sizes.png
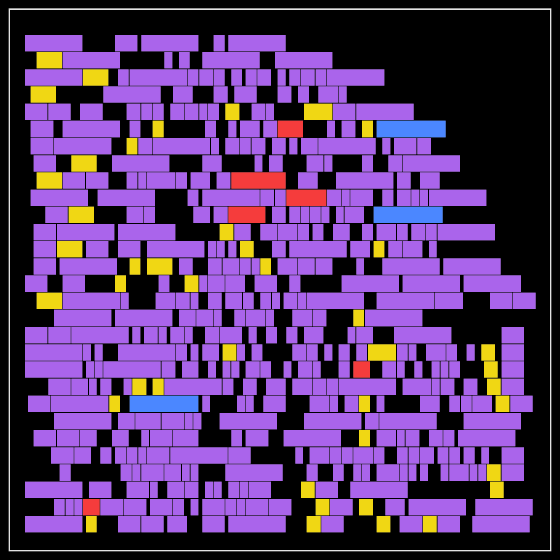
congestion.png
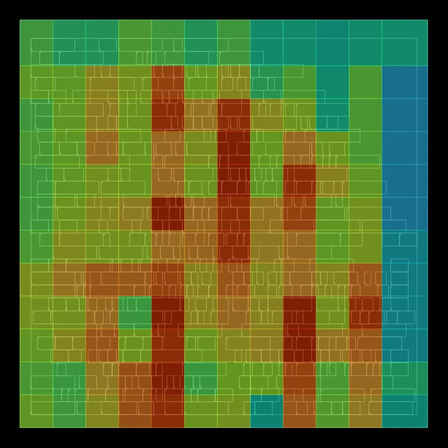
layer_met1.png
Cells faint in the background.
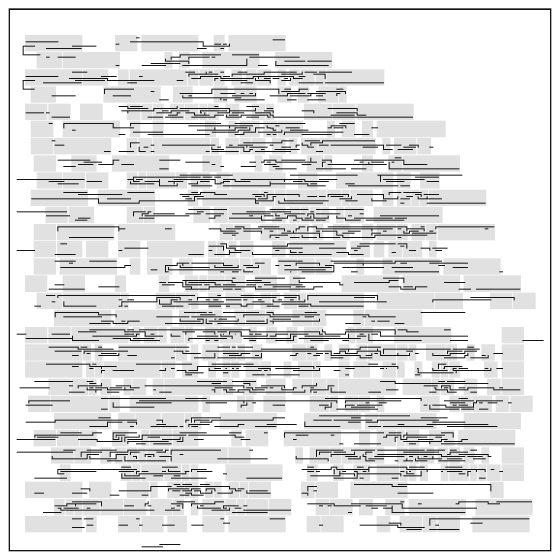
cell_density.png
Bar = 20 um. 9 x 9 tiles, from dark blue (low) to red (high), 0 to 100% covered.
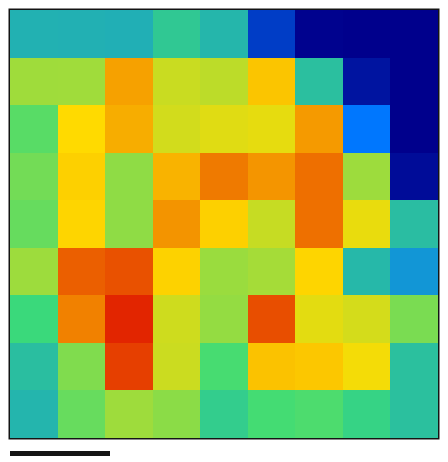
layer_met2.png
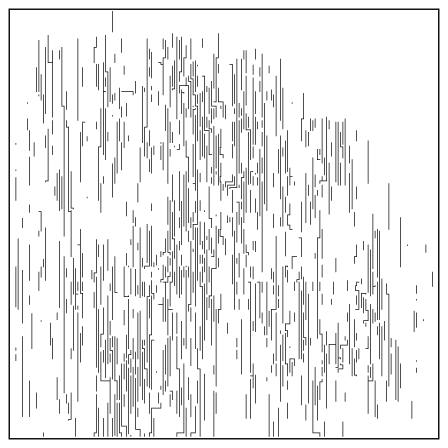
===== src/rtl/uart_bram_host_initiator.sv =====
// Host-side initiator for the UART BRAM command protocol.
// Takes one READ/WRITE/ERASE at a time, pushes the command byte and any write
// payload (ESC-terminated) through a UART TX core, and streams read-back bytes
// from a UART RX core out on rd_data/rd_valid.
module uart_bram_host_initiator #(
   parameter int DATA_WIDTH   = 8,
   parameter int LEN_WIDTH    = 12,
   parameter int MAX_LEN      = 4096,
   parameter int TO_WIDTH     = 20,
   parameter int IDLE_TIMEOUT = 100000,
   parameter int ERASE_WAIT   = 8192
) (
   input  logic                  clk,
   input  logic                  rst,
   input  logic                  cmd_valid,
   input  logic [1:0]            cmd_op,
   output logic                  cmd_ready,
   input  logic [DATA_WIDTH-1:0] wr_data,
   input  logic                  wr_valid,
   input  logic                  wr_last,
   output logic                  wr_ready,
   output logic [DATA_WIDTH-1:0] rd_data,
   output logic                  rd_valid,
   output logic                  tx_start,
   output logic [DATA_WIDTH-1:0] tx_data,
   input  logic                  tx_busy,
   input  logic [DATA_WIDTH-1:0] rx_data,
   input  logic                  rx_done,
   output logic                  done,
   output logic                  err,
   output logic [LEN_WIDTH-1:0]  count
);

   typedef enum logic [2:0] {
      IDLE, SEND, WAIT_HI, WAIT_LO, LOAD, RECV, ERASE_HOLD, FINISH
   } state_t;

   // What the byte currently in flight on TX is, so WAIT_LO knows where to go.
   typedef enum logic [1:0] {K_CMD, K_DATA, K_ESC} kind_t;

   localparam logic [DATA_WIDTH-1:0] B_READ  = DATA_WIDTH'(8'h11);
   localparam logic [DATA_WIDTH-1:0] B_WRITE = DATA_WIDTH'(8'h12);
   localparam logic [DATA_WIDTH-1:0] B_ERASE = DATA_WIDTH'(8'h13);
   localparam logic [DATA_WIDTH-1:0] B_ESC   = DATA_WIDTH'(8'h1B);

   // Byte counter is one bit wider than the port so it can hold MAX_LEN itself.
   localparam logic [LEN_WIDTH:0]  CNT_MAX  = (LEN_WIDTH+1)'(MAX_LEN);
   localparam logic [LEN_WIDTH:0]  CNT_LAST = (LEN_WIDTH+1)'(MAX_LEN - 1);
   localparam logic [LEN_WIDTH:0]  CNT_ONE  = (LEN_WIDTH+1)'(1);
   localparam logic [TO_WIDTH-1:0] TMR_ONE  = TO_WIDTH'(1);
   localparam logic [TO_WIDTH-1:0] HI_LIM   = TO_WIDTH'(15);
   localparam logic [TO_WIDTH-1:0] IDLE_LIM = TO_WIDTH'(IDLE_TIMEOUT - 1);
   localparam logic [TO_WIDTH-1:0] ERA_LIM  = TO_WIDTH'(ERASE_WAIT - 1);

   state_t                state_q, state_d;
   kind_t                 kind_q, kind_d;
   logic [1:0]            op_q, op_d;
   logic                  last_q, last_d;
   logic                  eflag_q, eflag_d;
   logic [LEN_WIDTH:0]    cnt_q, cnt_d, cnt_inc;
   logic [TO_WIDTH-1:0]   tmr_q, tmr_d;
   logic [DATA_WIDTH-1:0] tx_data_q, tx_data_d;
   logic                  tx_start_q, tx_start_d;
   logic [DATA_WIDTH-1:0] rd_data_q, rd_data_d;
   logic                  rd_valid_q, rd_valid_d;
   logic                  done_q, done_d;
   logic                  err_q, err_d;
   logic                  rx_sync_q, rx_sync_d;
   logic                  rx_prev_q, rx_prev_d;
   logic                  rx_rise;

   assign cmd_ready = (state_q == IDLE);
   assign tx_start  = tx_start_q;
   assign tx_data   = tx_data_q;
   assign rd_data   = rd_data_q;
   assign rd_valid  = rd_valid_q;
   assign done      = done_q;
   assign err       = err_q;
   // A full MAX_LEN transfer does not fit the port; report all-ones then.
   assign count     = cnt_q[LEN_WIDTH] ? '1 : cnt_q[LEN_WIDTH-1:0];

   assign rx_rise = rx_sync_q & ~rx_prev_q;
   assign cnt_inc = (cnt_q == CNT_MAX) ? cnt_q : cnt_q + CNT_ONE;

   // Next-state and output decode for the operation sequencer.
   always_comb begin
      state_d    = state_q;
      kind_d     = kind_q;
      op_d       = op_q;
      last_d     = last_q;
      eflag_d    = eflag_q;
      cnt_d      = cnt_q;
      tmr_d      = tmr_q;
      tx_data_d  = tx_data_q;
      rd_data_d  = rd_data_q;
      tx_start_d = 1'b0;
      rd_valid_d = 1'b0;
      done_d     = 1'b0;
      err_d      = 1'b0;
      wr_ready   = 1'b0;
      rx_sync_d  = rx_done;
      rx_prev_d  = rx_sync_q;

      case (state_q)
         IDLE: begin
            if (cmd_valid) begin
               cnt_d = '0;
               if (cmd_op == 2'd0) begin
                  done_d = 1'b1;
                  err_d  = 1'b1;
               end else begin
                  op_d    = cmd_op;
                  kind_d  = K_CMD;
                  last_d  = 1'b0;
                  eflag_d = 1'b0;
                  case (cmd_op)
                     2'd1:    tx_data_d = B_READ;
                     2'd2:    tx_data_d = B_WRITE;
                     default: tx_data_d = B_ERASE;
                  endcase
                  state_d = SEND;
               end
            end
         end
         SEND: begin
            if (!tx_busy) begin
               tx_start_d = 1'b1;
               tmr_d      = '0;
               state_d    = WAIT_HI;
            end
         end
         WAIT_HI: begin
            // A TX core that finishes before we see busy is treated as done.
            if (tx_busy || tmr_q == HI_LIM) state_d = WAIT_LO;
            else                            tmr_d   = tmr_q + TMR_ONE;
         end
         WAIT_LO: begin
            if (!tx_busy) begin
               case (kind_q)
                  K_CMD: begin
                     tmr_d = '0;
                     if (op_q == 2'd1)      state_d = RECV;
                     else if (op_q == 2'd3) state_d = ERASE_HOLD;
                     else                   state_d = LOAD;
                  end
                  K_DATA: begin
                     if (last_q || cnt_q == CNT_LAST) begin
                        tx_data_d = B_ESC;
                        kind_d    = K_ESC;
                        state_d   = SEND;
                     end else begin
                        state_d = LOAD;
                     end
                  end
                  default: begin
                     state_d = FINISH;
                     done_d  = 1'b1;
                     err_d   = eflag_q;
                  end
               endcase
            end
         end
         LOAD: begin
            wr_ready = 1'b1;
            if (wr_valid) begin
               // Protocol bytes cannot be carried as payload: drop, terminate.
               if (wr_data == B_WRITE || wr_data == B_ESC) begin
                  eflag_d   = 1'b1;
                  tx_data_d = B_ESC;
                  kind_d    = K_ESC;
               end else begin
                  tx_data_d = wr_data;
                  cnt_d     = cnt_inc;
                  kind_d    = K_DATA;
                  last_d    = wr_last;
               end
               state_d = SEND;
            end
         end
         RECV: begin
            if (rx_rise) begin
               rd_data_d  = rx_data;
               rd_valid_d = 1'b1;
               cnt_d      = cnt_inc;
               tmr_d      = '0;
               if (cnt_q == CNT_LAST) begin
                  state_d = FINISH;
                  done_d  = 1'b1;
               end
            end else if (tmr_q >= IDLE_LIM) begin
               state_d = FINISH;
               done_d  = 1'b1;
               err_d   = (cnt_q == '0);
            end else begin
               tmr_d = tmr_q + TMR_ONE;
            end
         end
         ERASE_HOLD: begin
            if (tmr_q >= ERA_LIM) begin
               state_d = FINISH;
               done_d  = 1'b1;
            end else begin
               tmr_d = tmr_q + TMR_ONE;
            end
         end
         FINISH:  state_d = IDLE;
         default: state_d = IDLE;
      endcase
   end

   // State and registered outputs; reset aborts any operation in flight.
   always_ff @(posedge clk or negedge rst) begin
      if (!rst) begin
         state_q    <= IDLE;
         kind_q     <= K_CMD;
         op_q       <= '0;
         last_q     <= 1'b0;
         eflag_q    <= 1'b0;
         cnt_q      <= '0;
         tmr_q      <= '0;
         tx_data_q  <= '0;
         tx_start_q <= 1'b0;
         rd_data_q  <= '0;
         rd_valid_q <= 1'b0;
         done_q     <= 1'b0;
         err_q      <= 1'b0;
         rx_sync_q  <= 1'b0;
         rx_prev_q  <= 1'b0;
      end else begin
         state_q    <= state_d;
         kind_q     <= kind_d;
         op_q       <= op_d;
         last_q     <= last_d;
         eflag_q    <= eflag_d;
         cnt_q      <= cnt_d;
         tmr_q      <= tmr_d;
         tx_data_q  <= tx_data_d;
         tx_start_q <= tx_start_d;
         rd_data_q  <= rd_data_d;
         rd_valid_q <= rd_valid_d;
         done_q     <= done_d;
         err_q      <= err_d;
         rx_sync_q  <= rx_sync_d;
         rx_prev_q  <= rx_prev_d;
      end
   end

endmodule


===== config.mk =====
export PLATFORM = sky130hd
export DESIGN_NAME = uart_bram_host_initiator
export DESIGN_NICKNAME = d
export VERILOG_FILES = /design/src/rtl/uart_bram_host_initiator.sv
export SDC_FILE = /design/constraint.sdc
export NUM_CORES = 1
export LEC_CHECK = 0
export CAP_MARGIN = 10
export CORE_MARGIN = 2
export CORE_UTILIZATION = 54
export CTS_BUF_LIST = sky130_fd_sc_hd__clkbuf_2
export DETAILED_ROUTE_END_ITERATION = 12
export PLACE_DENSITY = 0.81
export SLEW_MARGIN = 20
export SYNTH_ARGS = -nofsm -noshare
export SYNTH_HDL_FRONTEND = slang
export SYNTH_SLANG_ARGS = --single-unit
export TNS_END_PERCENT = 5

===== constraint.sdc =====
create_clock -name clk -period 5.5 [get_ports clk]
set_input_delay 0.55 -clock clk [delete_from_list [all_inputs] [get_ports clk]]
set_output_delay 0.55 -clock clk [all_outputs]
set_load 0.01 [all_outputs]

==> flow_summary.yaml <==
# generated from flow reports
run_status:
  run_status: "finished clean"
clock_tree:
  ctsResizeCount: 0
  clock_tree_root_driver_cell: "sky130_fd_sc_hd__clkbuf_2"
global_route:
  global_route.peak_usage_layer: "met2"
  grt_pass1_vias: 2983
  grt_overflow: 0
  grtUsageMet1_pct: 32.6
  grt_pass1_wl_um: 13800
routing:
  post-route-drc-count: 0
  detailedRoute.firstIterationViolations: 210
  routedWlPerCell_um: 15.2
finish:
  lay_top_count: "sky130_fd_sc_hd__dfrtp_1"
  largest_cell_class: "combinational gates"
  combGateArea_um2: 1860
worst_setup_path:
  reg2reg_slack_ns: 2.80
  critical_path.startpoint: "state_q[2]"
  critical_path.n_buffers_inverters: 2
logic_synthesis:
  synth-area-yosys_um2: 3580
  postSynthRegisterBits: 64
  synth.largest_area_cell: "sky130_fd_sc_hd__dfrtp_1"
  enable_flop_cells: 0
  ys_top_cells_by_count: "sky130_fd_sc_hd__dfrtp_1 (64), sky130_fd_sc_hd__nand2_1 (43), sky130_fd_sc_hd__nor2_1 (32)"
die:
  design.portCount: 59
  die_area_um2: 7310
  fp_util_pct: 56.1
  rows: 29
  die_width_um: 85.5
pwr:
  vdd_drop_max_mv: 0.298
  powerDensity_nw_per_um2: 392
  finalPower_w: 0.00170
final_timing:
  finalWorstPathRequiredPeriod_ns: 2.91
  timing_max_transition_violations_final: 0
  holdWs_ns: 0.177
  report.final.hold_viol_count: 0
placed_design:
  hpwl_after_dpl_um: 5740
min_path:
  worst_hold_path_type: "input pin to asynchronous set/reset pin"
## Picture notes: sizes.png
[_3 and _4 cells] red | cells: 6 | share: 1.3%
[_2 cells] yellow | cells: 42 | share: 9.3%
[_6 and larger] blue | cells: 3 | share: 0.66%
[_0 and _1 cells] purple | cells: 402 | share: 89%

## Picture notes: congestion.png
met3 usage: 4.77%
GR Util All Layers: 23.4%

## Picture notes: layer_met1.png
nets with wire on the layer: 423
share of all routed wire: 47%
wire length on this layer: 3770 um
main direction: horizontal

## Picture notes: cell_density.png
tiles over 75% full: 30%
nearly empty tiles: 6.2%
fullest tile: 96%
mean over tiles: 58%
emptiest ninth of the die: top right

## Picture notes: layer_met2.png
share of all routed wire: 46%
longest straight run: 27.2 um
wire length on this layer: 3730 um
main direction: vertical
nets with wire on the layer: 404

## worst min-delay path by stage
stage                            end  slack (ns)
after floorplan             cnt_q[0]        0.25
after global placement     rx_prev_q        0.39
after detailed placement   rx_prev_q        0.39
after CTS                 tx_data[2]        0.21
after global routing      rd_data[3]        0.25
final                     tx_data[3]        0.18
## cells by family (layout without fill, tap and decap cells)
| family | after synthesis | in the layout | share of synthesized area [%] |
|---|---|---|---|
| DFF | 64 | 64 | 44.7 |
| muxes | 14 | 14 | 4.22 |
| xor gates and xnor gates | 16 | 16 | 3.91 |
| adders and majority gates | 3 | 3 | 1.05 |
| AOI/OAI and AO/OA | 71 | 71 | 12.7 |
| buffers and inverters | 28 | 89 | 3.49 |
| and+or+nand+nor | 196 | 196 | 29.9 |
## sequential cells by signal, summed over array words and instances, names as in the netlist
signal / count
eflag_q: 1
done: 1
tmr_q: 20
rx_prev_d: 1
tx_data: 8
err: 1
state_q: 3
rx_prev_q: 1
rd_valid: 1
rd_data: 8
last_q: 1
kind_q: 2
cnt_q: 13
tx_start: 1
op_q: 2
## through the flow
stage	area [um2]	utilization (%)
floorplan	3580	-
global placement	4190	65.6
detailed placement	4190	65.6
CTS	4350	68.1
global route	4350	68.1
finish	4350	68.1
## where the power goes
part	total [W]	switching (W)	leakage, nW	internal, W
Combinational	0.000651	0.000340	0.956	0.000311
Sequential	0.000681	0.000111	0.856	0.000570
Clock	0.000371	0.000175	0.0919	0.000196
## worst register-to-register path, delay by kind of cell (launching register included)
kind | cells | cell delay [ns]
buf+inv | 1 | 0.17
flops | 1 | 0.64
simple gates | 6 | 1.64
xor+xnor | 1 | 0.16
## layer usage
layer / vias to the layer above / wire, um
li1: 1523 / -
met1: 1499 / 3770
met2: 102 / 3730
met3: 13 / 422
met4: 0 / 146
met5: - / 0
Power is estimated from default activity; no workload was simulated.
